`src/rtl/uart_tx_engine.sv`:
```
// UART transmitter: first-word-fall-through byte FIFO feeding an oversampled serialiser (8N1).
// Optional feature macro: UART_TX_PARITY_EN adds an even-parity bit before STOP (8E1).
module uart_tx_engine #(
  parameter int FIFO_DEPTH = 8,
  parameter int OVERSAMPLE = 16
) (
  input  logic                        clk,
  input  logic                        Rst,
  input  logic                        baud_tick,
  input  logic [7:0]                  tx_data,
  input  logic                        tx_valid,
  output logic                        tx_ready,
  output logic                        tx,
  output logic                        busy,
  output logic                        frame_done,
  output logic [$clog2(FIFO_DEPTH):0] fifo_count,
  output logic [2:0]                  dbg_state_o
);

  localparam int AW = $clog2(FIFO_DEPTH);
  localparam int CW = AW + 1;
  localparam int TW = (OVERSAMPLE > 1) ? $clog2(OVERSAMPLE) : 1;
  localparam logic [TW-1:0] TICK_LAST = TW'(OVERSAMPLE - 1);
  localparam logic [CW-1:0] FULL_CNT  = CW'(FIFO_DEPTH);

  typedef enum logic [2:0] {
    S_IDLE  = 3'd0,
    S_START = 3'd1,
    S_DATA  = 3'd2,
    S_STOP  = 3'd3
`ifdef UART_TX_PARITY_EN
    , S_PARITY = 3'd4
`endif
  } state_e;

  logic [7:0]    mem_q [FIFO_DEPTH];
  logic [AW-1:0] wr_ptr_q, rd_ptr_q;
  logic [CW-1:0] count_q;
  logic          push, pop;
  logic [7:0]    head;

  state_e        state_q, state_d;
  logic [7:0]    shift_q, shift_d;
  logic [2:0]    bit_idx_q, bit_idx_d;
  logic [TW-1:0] tick_q, tick_d;
  logic          tx_q, tx_d;
  logic          done_q, done_d;
  logic          bit_end;
`ifdef UART_TX_PARITY_EN
  logic          parity_q, parity_d;
`endif

  // Handshake: a byte is taken on every rising edge where tx_valid and tx_ready are both high;
  // tx_ready depends only on occupancy, so a pop in the same cycle never reopens a full FIFO.
  assign tx_ready   = (count_q != FULL_CNT);
  assign push       = tx_valid && tx_ready;
  assign head       = mem_q[rd_ptr_q];
  assign fifo_count = count_q;

  always_ff @(posedge clk) begin
    if (push) mem_q[wr_ptr_q] <= tx_data;
  end

  always_ff @(posedge clk or posedge Rst) begin
    if (Rst) begin
      wr_ptr_q <= '0;
      rd_ptr_q <= '0;
      count_q  <= '0;
    end else begin
      if (push) wr_ptr_q <= wr_ptr_q + AW'(1);
      if (pop)  rd_ptr_q <= rd_ptr_q + AW'(1);
      case ({push, pop})
        2'b10:   count_q <= count_q + CW'(1);
        2'b01:   count_q <= count_q - CW'(1);
        default: ;
      endcase
    end
  end

  assign bit_end = baud_tick && (tick_q == TICK_LAST);

  // State register
  always_ff @(posedge clk or posedge Rst) begin
    if (Rst) begin
      state_q   <= S_IDLE;
      shift_q   <= '0;
      bit_idx_q <= '0;
      tick_q    <= '0;
      tx_q      <= 1'b1;
      done_q    <= 1'b0;
`ifdef UART_TX_PARITY_EN
      parity_q  <= 1'b0;
`endif
    end else begin
      state_q   <= state_d;
      shift_q   <= shift_d;
      bit_idx_q <= bit_idx_d;
      tick_q    <= tick_d;
      tx_q      <= tx_d;
      done_q    <= done_d;
`ifdef UART_TX_PARITY_EN
      parity_q  <= parity_d;
`endif
    end
  end

  // Next-state logic; a load restarts the bit timer regardless of baud_tick phase
  always_comb begin
    state_d   = state_q;
    shift_d   = shift_q;
    bit_idx_d = bit_idx_q;
    tick_d    = tick_q;
    done_d    = 1'b0;
    pop       = 1'b0;
`ifdef UART_TX_PARITY_EN
    parity_d  = parity_q;
`endif
    if (state_q != S_IDLE && baud_tick) tick_d = bit_end ? '0 : tick_q + TW'(1);
    case (state_q)
      S_IDLE: begin
        if (count_q != '0) begin
          pop     = 1'b1;
          state_d = S_START;
          shift_d = head;
          tick_d  = '0;
`ifdef UART_TX_PARITY_EN
          parity_d = ^head;
`endif
        end
      end
      S_START: begin
        if (bit_end) begin
          state_d   = S_DATA;
          bit_idx_d = '0;
        end
      end
      S_DATA: begin
        if (bit_end) begin
          if (bit_idx_q == 3'd7) begin
`ifdef UART_TX_PARITY_EN
            state_d = S_PARITY;
`else
            state_d = S_STOP;
`endif
          end else begin
            bit_idx_d = bit_idx_q + 3'd1;
            shift_d   = {1'b0, shift_q[7:1]};
          end
        end
      end
`ifdef UART_TX_PARITY_EN
      S_PARITY: begin
        if (bit_end) state_d = S_STOP;
      end
`endif
      S_STOP: begin
        if (bit_end) begin
          done_d = 1'b1;
          if (count_q != '0) begin
            pop     = 1'b1;
            state_d = S_START;
            shift_d = head;
            tick_d  = '0;
`ifdef UART_TX_PARITY_EN
            parity_d = ^head;
`endif
          end else begin
            state_d = S_IDLE;
          end
        end
      end
      default: state_d = S_IDLE;
    endcase
  end

  // Output logic: line level for the state being entered, registered into tx_q
  always_comb begin
    tx_d = 1'b1;
    case (state_d)
      S_START:  tx_d = 1'b0;
      S_DATA:   tx_d = shift_d[0];
`ifdef UART_TX_PARITY_EN
      S_PARITY: tx_d = parity_d;
`endif
      default:  tx_d = 1'b1;
    endcase
  end

  assign tx          = tx_q;
  assign frame_done  = done_q;
  assign busy        = (state_q != S_IDLE);
  assign dbg_state_o = state_q;

endmodule

```
`config.mk`:
```
export PLATFORM = sky130hd
export DESIGN_NAME = uart_tx_engine
export DESIGN_NICKNAME = d
export VERILOG_FILES = /design/src/rtl/uart_tx_engine.sv
export SDC_FILE = /design/constraint.sdc
export NUM_CORES = 1
export LEC_CHECK = 0
export CORE_UTILIZATION = 44
export CTS_BUF_LIST = sky130_fd_sc_hd__clkbuf_16
export DETAILED_ROUTE_END_ITERATION = 10
export DONT_BUFFER_PORTS = 1
export PLACE_DENSITY = 0.69
export SETUP_SLACK_MARGIN = 0.05
export SLEW_MARGIN = 20
export SYNTH_ARGS = -nofsm -noshare
export SYNTH_HDL_FRONTEND = slang
export SYNTH_SLANG_ARGS = --single-unit
```
`constraint.sdc`:
```
create_clock -name clk -period 6.7 [get_ports clk]
set_input_delay 1.34 -clock clk [delete_from_list [all_inputs] [get_ports clk]]
set_output_delay 1.34 -clock clk [all_outputs]
set_load 0.1 [all_outputs]
```
==> run_1/wires.png <==
(4 px per µm)
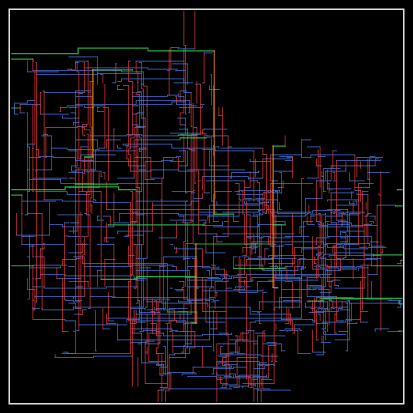
Blue marks metal 1, wire length 3130 µm. Red marks metal 2, wire length 3400 µm. Green marks metal 3, wire length 278 µm. Orange marks metal 4, wire length 118 µm.
vias: 2156
WL/cell: 18.0 µm
final WL: 6920 µm
GR Util All Layers: 15.9%

==> run_1/congestion.png <==
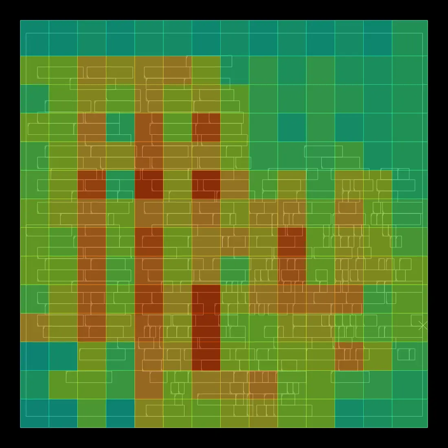
grt met1 use: 21.0%
gr busiest metal: met2
GR Layer Usage met2: 24.5%
met3 Track Usage GR: 4.22%

==> run summary, run 1 <==
fresh numbers from the pnr run: clkbuf count=9, Util after Layout=50.8%, dpl cells=368, HPWL Detailed=4390 µm, LEAKAGE=roughly 1.6 nW, Vias/cell=5.61, Setup CP Type=reg2reg, nets@finish=292, Final Cell Area=0.00450 mm², PwrDens=429 mW/mm², Seq area share=59.5%, Tot Pwr=approximately 1.9 mW, area post-placement=about 0.0042 mm², CTS max path bufs=2, Tmin final=4.00 ns, Hold Slack=roughly 0.47 ns, Least-Margin Pin Slew=1.12 ns, final std cells w/o fill=approximately 380, Resized Gates After CTS=0, comb. cell area=0.00134 mm², inverter count=7, Synth Area in Simple Gates=9.69%, synthesized net count=287, Synth async-reset ratio=between 30% and 40%, worst IR drop on VDD=0.175 mV, top cell type's share of synthesized area=47.1%, maximum clock frequency=250 MHz, HP Class=reg2reg, CP arrival=4.19 ns, crit-path most repeated cell=ha_1, area fraction of clock buffers and clock inverters=6.29%, ANT cells=0, Post-CTS Setup Inserts=0, clock sinks=~94, Registers, synthesis=94, Complex Gates by Area=~5.6%, crit-path cells=or3_1, o31ai_4, nand2_4, clkinv_4, ha_1, ha_1, a21o_1, a21oi_1, xnor2_1, nor2_1, xor2_1, Crit. End Element=register, Final setup viols=0, pre-CTS setup slack=2.72 ns, crit path launch type=register, core area=around 0.009 mm², CP peak stage delay=~1.1 ns, Final WS setup=2.70 ns, first-pass GRT wire length=11200 µm, P&R area growth vs syn=10.2%, initial antenna violation count=0, Clock Pin Slew Worst Setup and Hold Paths=0.07 ns, Syn Inst Count=~270, fraction of area in multi-input gates=approximately 30%, ANT nets after route=0, global route overflow=0, Max Slew Vio Count=0, Synth cell types=~46, MUX share of area=between 10% and 20%, DIE AREA=0.00966 mm², synthesized area=0.00408 mm², most frequent cell after synthesis=edfxtp_1, global placer's final weighted congestion=between 0.7 and 0.8, share of cells above drive strength 1=18.8%, unrepaired setup endpoints after global routing=false, Synth logic family=multiplexers, total of fill cells in the finished design=just over 700, FF+latch area=~0.0027 mm², max cap viols=0, multi-input combinational cell count=approximately 150, XORs/XNORs by Area=2.15%, Log Warnings=26, hold_buf cts=0, Synth Seq Share=65.6%, CTS Buf Count=9, # Cells Yosys=266, setup TNS=0 ns, main flop type=edfxtp_1, adder share=2.94%, flip-flops with a built-in enable=roughly 64, FF+latch count=94, Pre-antenna DRT Iters=9, largest net degree at the start of global routing=31, worst relative slew slack=25.0%, port bufs=0, Yosys chip area=0.00408 mm², Horiz. Die Dim=around 98 µm, # rows=34, Max FO, Critical Path=11, DRC=1, dominant kind of cell=flip-flops and latches, Worst EP required=6.88 ns, CTS Root Cell=clkbuf_16, Data buffer area share=0.835%, delay-heaviest family, CP=simple AND/OR/NAND/NOR gates, fin crit share=59.8%, failing checks=design-rule violations, top cells, area=edfxtp_1 (47%), dfrtp_1 (18%), mux4_2 (7.7%), H-tree depth=3, run status=finished, violations left, Buf/Inv on CP=1, DIE HEIGHT=about 98 µm, Synth area leader=edfxtp_1, Final Hold Violation Tally=0, TritonCTS clock tree=yes, slowest stage cell, crit path=dfrtp_1, synthesized area per cell=15.3 µm², Synth Warn #=0, Top Ports=23, initial drt markers=70, vias in the first global route=roughly 2.1k, tapcell count=108, Post-synth top cells=edfxtp_1 (64), dfrtp_1 (29), nand2_1 (20), Non-clock buffers=5, fp util=46.1%
==> run_1/clk_routes.png <==
(3 px per µm)
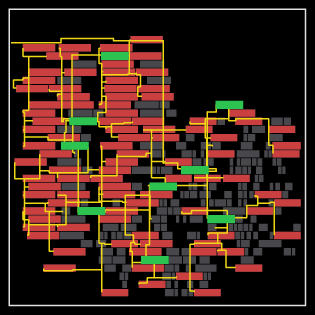
Red marks flip-flops, count 94. Yellow marks clock wires, length 1100 µm. Green marks clock drivers, count 9.
Position of the flops: spread over the die.
Clock Power Share: 25.0%
Power Clock: 0.483 mW
Final Skew: 0.00819 ns
clk ins delay skew pair: 0.34 ns

-- run 1: cells in the final DEF, fill, tap and decap left out, drive strengths merged, types with 2 or more instances in the layout --
cell	netlist	routed
nor4b	2	2
mux2i	10	10
edfxtp	64	64
a21oi	14	14
xnor2	7	7
nor3b	4	4
buf	10	5
nor2b	2	2
o21ai	5	5
a21o	2	2
nand3	5	5
nor3	8	8
dfrtp	29	29
nand2b	4	4
inv	6	10
a221o	4	4
mux2	5	5
a211oi	3	3
xor2	3	3
clkinv	1	3
nor2	17	17
mux4	14	14
nand2	21	21
a31oi	2	2
nor4	3	3
ha	8	8
clkbuf	1	9
-- run 1: final timing paths --
| check | startpoint | end | slack [ns] | cells past startpoint |
|---|---|---|---|---|
| hold reg to reg | bit_idx_q[0] | bit_idx_q[0] | 0.47 | 1 |
| setup / recovery | dbg_state_o[0] | fifo_count[3] | 2.70 | 11 |
| setup reg to reg | dbg_state_o[0] | fifo_count[3] | 2.70 | 11 |
| hold / removal | bit_idx_q[0] | bit_idx_q[0] | 0.47 | 1 |
| max in group asynchronous | Rst | tx | 5.42 | 2 |
| min in group asynchronous | Rst | dbg_state_o[2] | 0.96 | 2 |
-- run 1: sequential cells by signal, indices dropped and copies added (netlist names) --
signal	cells
wr_ptr_q	3
tick_q	4
bit_idx_q	3
fifo_count	4
dbg_state_o	3
tx	1
mem_q	64
shift_q	8
rd_ptr_q	3
frame_done	1
-- run 1: report_power, final --
group | leakage (nW) | internal, mW | switching, mW | total, mW
logic | 0.539 | 0.235 | 0.245 | 0.480
registers | 0.956 | 0.743 | 0.224 | 0.967
clock network | 0.140 | 0.257 | 0.226 | 0.483
-- run 1: per-layer routing --
layer,vias up,routed length (µm)
met5,-,0
met4,0,117
met3,11,278
met2,39,3400
met1,1089,3130
li1,1017,-
==> inputs of run 2 (changes only) <==
==> constraint.sdc (replaced) <==
create_clock -name clk -period 4.1 [get_ports clk]
set_input_delay 0.82 -clock clk [delete_from_list [all_inputs] [get_ports clk]]
set_output_delay 0.82 -clock clk [all_outputs]
set_load 0.1 [all_outputs]
==> run_2/wires.png <==
(4 px per µm)
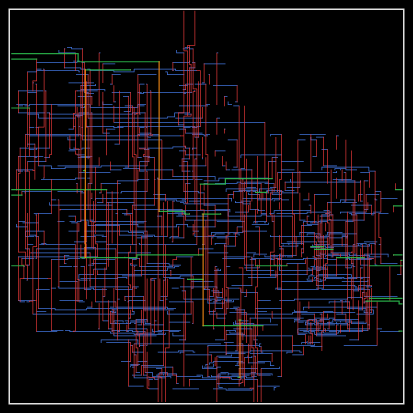
Blue marks metal 1, wire length 3230 µm. Red marks metal 2, wire length 3450 µm. Orange marks metal 4, wire length 127 µm. Green marks metal 3, wire length 230 µm.
GR Util All Layers: 16.2%
vias: 2182
final WL: 7040 µm
WL/cell: 17.7 µm

==> run_2/clk_routes.png <==
(3 px per µm)
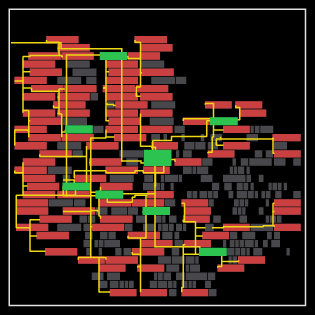
Green marks clock drivers, count 9. Yellow marks clock wires, length 981 µm. Red marks flip-flops, count 94.
Position of the flops: spread over the die. There are 10 routed clock nets.

==> run_2/flops_by_reg.png <==
(4 px per µm) Other sequential cells in the stronger gray, the rest of the logic in the fainter gray.
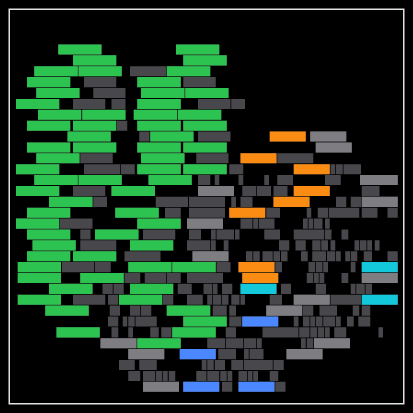
Cyan marks dbg_state_o, flops 3. Orange marks shift_q, flops 8. Blue marks fifo_count, flops 4, where bottom center. Green marks mem_q, flops 64.
Another 15 sequential cells are not colored.

==> run summary, run 2 <==
fresh numbers from the pnr run: core area=0.00885 mm² (unchanged), FF+latch area=0.00267 mm² (unchanged), CP arrival=3.08 ns (was 4.19 ns), slowest stage cell, crit path=dfrtp_1 (unchanged), unrepaired setup endpoints after global routing=false (unchanged), max cap viols=0 (unchanged), setup TNS=0 ns (unchanged), DRC=1 (unchanged), Vias/cell=5.50 (was 5.61), Post-synth top cells=edfxtp_1 (64), dfrtp_1 (29), nand2_1 (20) (unchanged), CTS max path bufs=2 (unchanged), ANT nets after route=0 (unchanged), Synth async-reset ratio=31.9% (unchanged), CTS Root Cell=clkbuf_16 (unchanged), multi-input combinational cell count=154 (unchanged), top cells, area=edfxtp_1 (47%), dfrtp_1 (18%), mux4_2 (7.7%) (unchanged), Tmin final=2.85 ns (was 4.00 ns), Resized Gates After CTS=0 (unchanged), Max Slew Vio Count=0 (unchanged), comb. cell area=0.00132 mm² (was 0.00134 mm²), synthesized net count=287 (unchanged), pre-CTS setup slack=1.19 ns (was 2.72 ns), area fraction of clock buffers and clock inverters=6.51% (was 6.29%), P&R area growth vs syn=12.6% (was 10.2%), first-pass GRT wire length=11500 µm (was 11200 µm), inverter count=7 (unchanged), initial antenna violation count=0 (unchanged), vias in the first global route=2224 (was 2090), crit-path cells=buf_4, nor3_1, nand2_1, buf_4, nand2_1, ha_1, ha_1, a21o_1, a21oi_1, xnor2_1, nor2_1, xor2_1 (was or3_1, o31ai_4, nand2_4, clkinv_4, ha_1, ha_1, a21o_1, a21oi_1, xnor2_1, nor2_1, xor2_1), Horiz. Die Dim=98.3 µm (unchanged), Yosys chip area=0.00408 mm² (unchanged), HPWL Detailed=4600 µm (was 4390 µm), clkbuf count=9 (unchanged), synthesized area=0.00408 mm² (unchanged), global route overflow=0 (unchanged), Final WS setup=1.25 ns (was 2.70 ns), final std cells w/o fill=397 (was 384), Hold Slack=0.357 ns (was 0.471 ns), LEAKAGE=1.70 nW (was 1.63 nW), global placer's final weighted congestion=0.800 (was 0.785), largest net degree at the start of global routing=21 (was 31), Non-clock buffers=18 (was 5), clock sinks=94 (unchanged), synthesized area per cell=15.3 µm² (unchanged), fin crit share=69.5% (was 59.8%), CP peak stage delay=0.36 ns (was 1.09 ns), dominant kind of cell=flip-flops and latches (unchanged), Synth Warn #=0 (unchanged), tapcell count=108 (unchanged), Top Registers=mem_q x64, shift_q x8 (unchanged), Setup CP Type=reg2reg (unchanged), total of fill cells in the finished design=737 (was 726), share of cells above drive strength 1=21.8% (was 18.8%), flip-flops with a built-in enable=64 (unchanged), clk ins delay skew pair=0.34 ns (about the same), main flop type=edfxtp_1 (unchanged), CTS Buf Count=9 (unchanged), Top cells excl fill/tap=edfxtp_1 (64), dfrtp_1 (29), nand2_1 (20), buf_4 (18), nor2_1 (16) (was edfxtp_1 (64), dfrtp_1 (29), nand2_1 (20), nor2_1 (16)), ANT cells=0 (unchanged), worst relative slew slack=35.4% (was 25.0%), nets@finish=305 (was 292), Buf/Inv on CP=2 (was 1), Max FO, Critical Path=7 (was 11), run status=finished, violations left (unchanged), Log Warnings=26 (unchanged), Worst path depth=12 (was 11), Final Hold Violation Tally=0 (unchanged), Pre-antenna DRT Iters=9 (unchanged), delay-heaviest family, CP=simple AND/OR/NAND/NOR gates (unchanged), Data buffer area share=2.94% (was 0.835%), Syn Inst Count=266 (unchanged), top logic cell by instance count in the layout=edfxtp_1 (unchanged), number of flip-flops in the largest register=64 (unchanged), Least-Margin Pin Slew=0.969 ns (was 1.12 ns), most frequent cell after synthesis=edfxtp_1 (unchanged), TritonCTS clock tree=yes (unchanged), Synth Seq Share=65.6% (unchanged), fraction of area in multi-input gates=28.7% (was 29.7%), reg2reg path depth=12 (was 11), hold_buf cts=0 (unchanged), Final setup viols=0 (unchanged), Crit. End Element=register (unchanged), failing checks=design-rule violations (unchanged), maximum clock frequency=351 MHz (was 250 MHz), Synth area leader=edfxtp_1 (unchanged), Worst EP required=4.33 ns (was 6.88 ns), DIE AREA=0.00966 mm² (unchanged), Seq area share=58.2% (was 59.5%), crit path launch type=register (unchanged), port bufs=0 (unchanged), # rows=34 (unchanged), Registers, synthesis=94 (unchanged), top cell type's share of synthesized area=47.1% (unchanged), Final Skew=0.00582 ns (was 0.00819 ns), # Cells Yosys=266 (unchanged), Post-CTS Setup Inserts=0 (unchanged), fp util=46.1% (unchanged), DIE HEIGHT=98.3 µm (unchanged), Clock Pin Slew Worst Setup and Hold Paths=0.07 ns (about the same), largest register by flop count=mem_q (unchanged), Top Ports=23 (unchanged), PwrDens=703 mW/mm² (was 429 mW/mm²), FF+latch count=94 (unchanged), Synth cell types=46 (unchanged), worst IR drop on VDD=0.384 mV (was 0.175 mV), dpl cells=381 (was 368), HP Class=in2async (was reg2reg), H-tree depth=3 (unchanged), initial drt markers=79 (was 70)
==> run 2: cells by family (layout without fill, tap and decap cells) <==
family / after synthesis / in the layout / share of synthesized area (%)
buffers and inverters: 18 / 41 / 2.39
XOR/XNOR: 10 / 10 / 2.15
adder cells (fa/ha/maj): 9 / 9 / 2.94
multiplexers: 29 / 29 / 11.6
flip-flops: 94 / 94 / 65.6
AND-OR/OR-AND: 34 / 34 / 5.61
AND/OR/NAND/NOR: 71 / 71 / 9.69
other: 1 / 1 / 0.0919
==> run 2: through the flow <==
stage / cell area (µm²) / power, mW / utilization (%)
2_1_floorplan: 4080 / 2.20 / -
3_3_place_gp: 4300 / 2.43 / 48.5
3_5_place_dp: 4300 / 2.44 / 48.5
4_1_cts: 4590 / 3.26 / 51.9
5_1_grt: 4590 / 3.39 / 51.9
6_report: 4590 / 3.23 / 51.9
==> run 2: final timing paths <==
| path | slack [ns] | end | start |
|---|---|---|---|
| setup / recovery | 1.25 | fifo_count[3] | fifo_count[1] |
| hold / removal | 0.36 | dbg_state_o[0] | Rst |
| setup reg to reg | 1.25 | fifo_count[3] | fifo_count[1] |
| hold reg to reg | 0.48 | bit_idx_q[0] | bit_idx_q[0] |
| max in group asynchronous | 3.11 | rd_ptr_q[0] | Rst |
| min in group clk | 0.48 | bit_idx_q[0] | bit_idx_q[0] |
==> run 2: power breakdown <==
group / total (mW) / internal (mW) / switching, mW
logic: 0.981 / 0.426 / 0.555
registers: 1.44 / 1.22 / 0.223
clock network: 0.809 / 0.431 / 0.379
total: 3.23 / 2.07 / 1.16
==> run 2: metal layers <==
layer	wire length, µm	vias to the layer above	track usage (%)
met5	0	-	0
met4	126	0	7.12
met3	230	11	4.44
met2	3450	36	25.9
met1	3230	1090	20.7
li1	-	1045	-
No activity file was given, so power comes from the tool's default toggle rates.
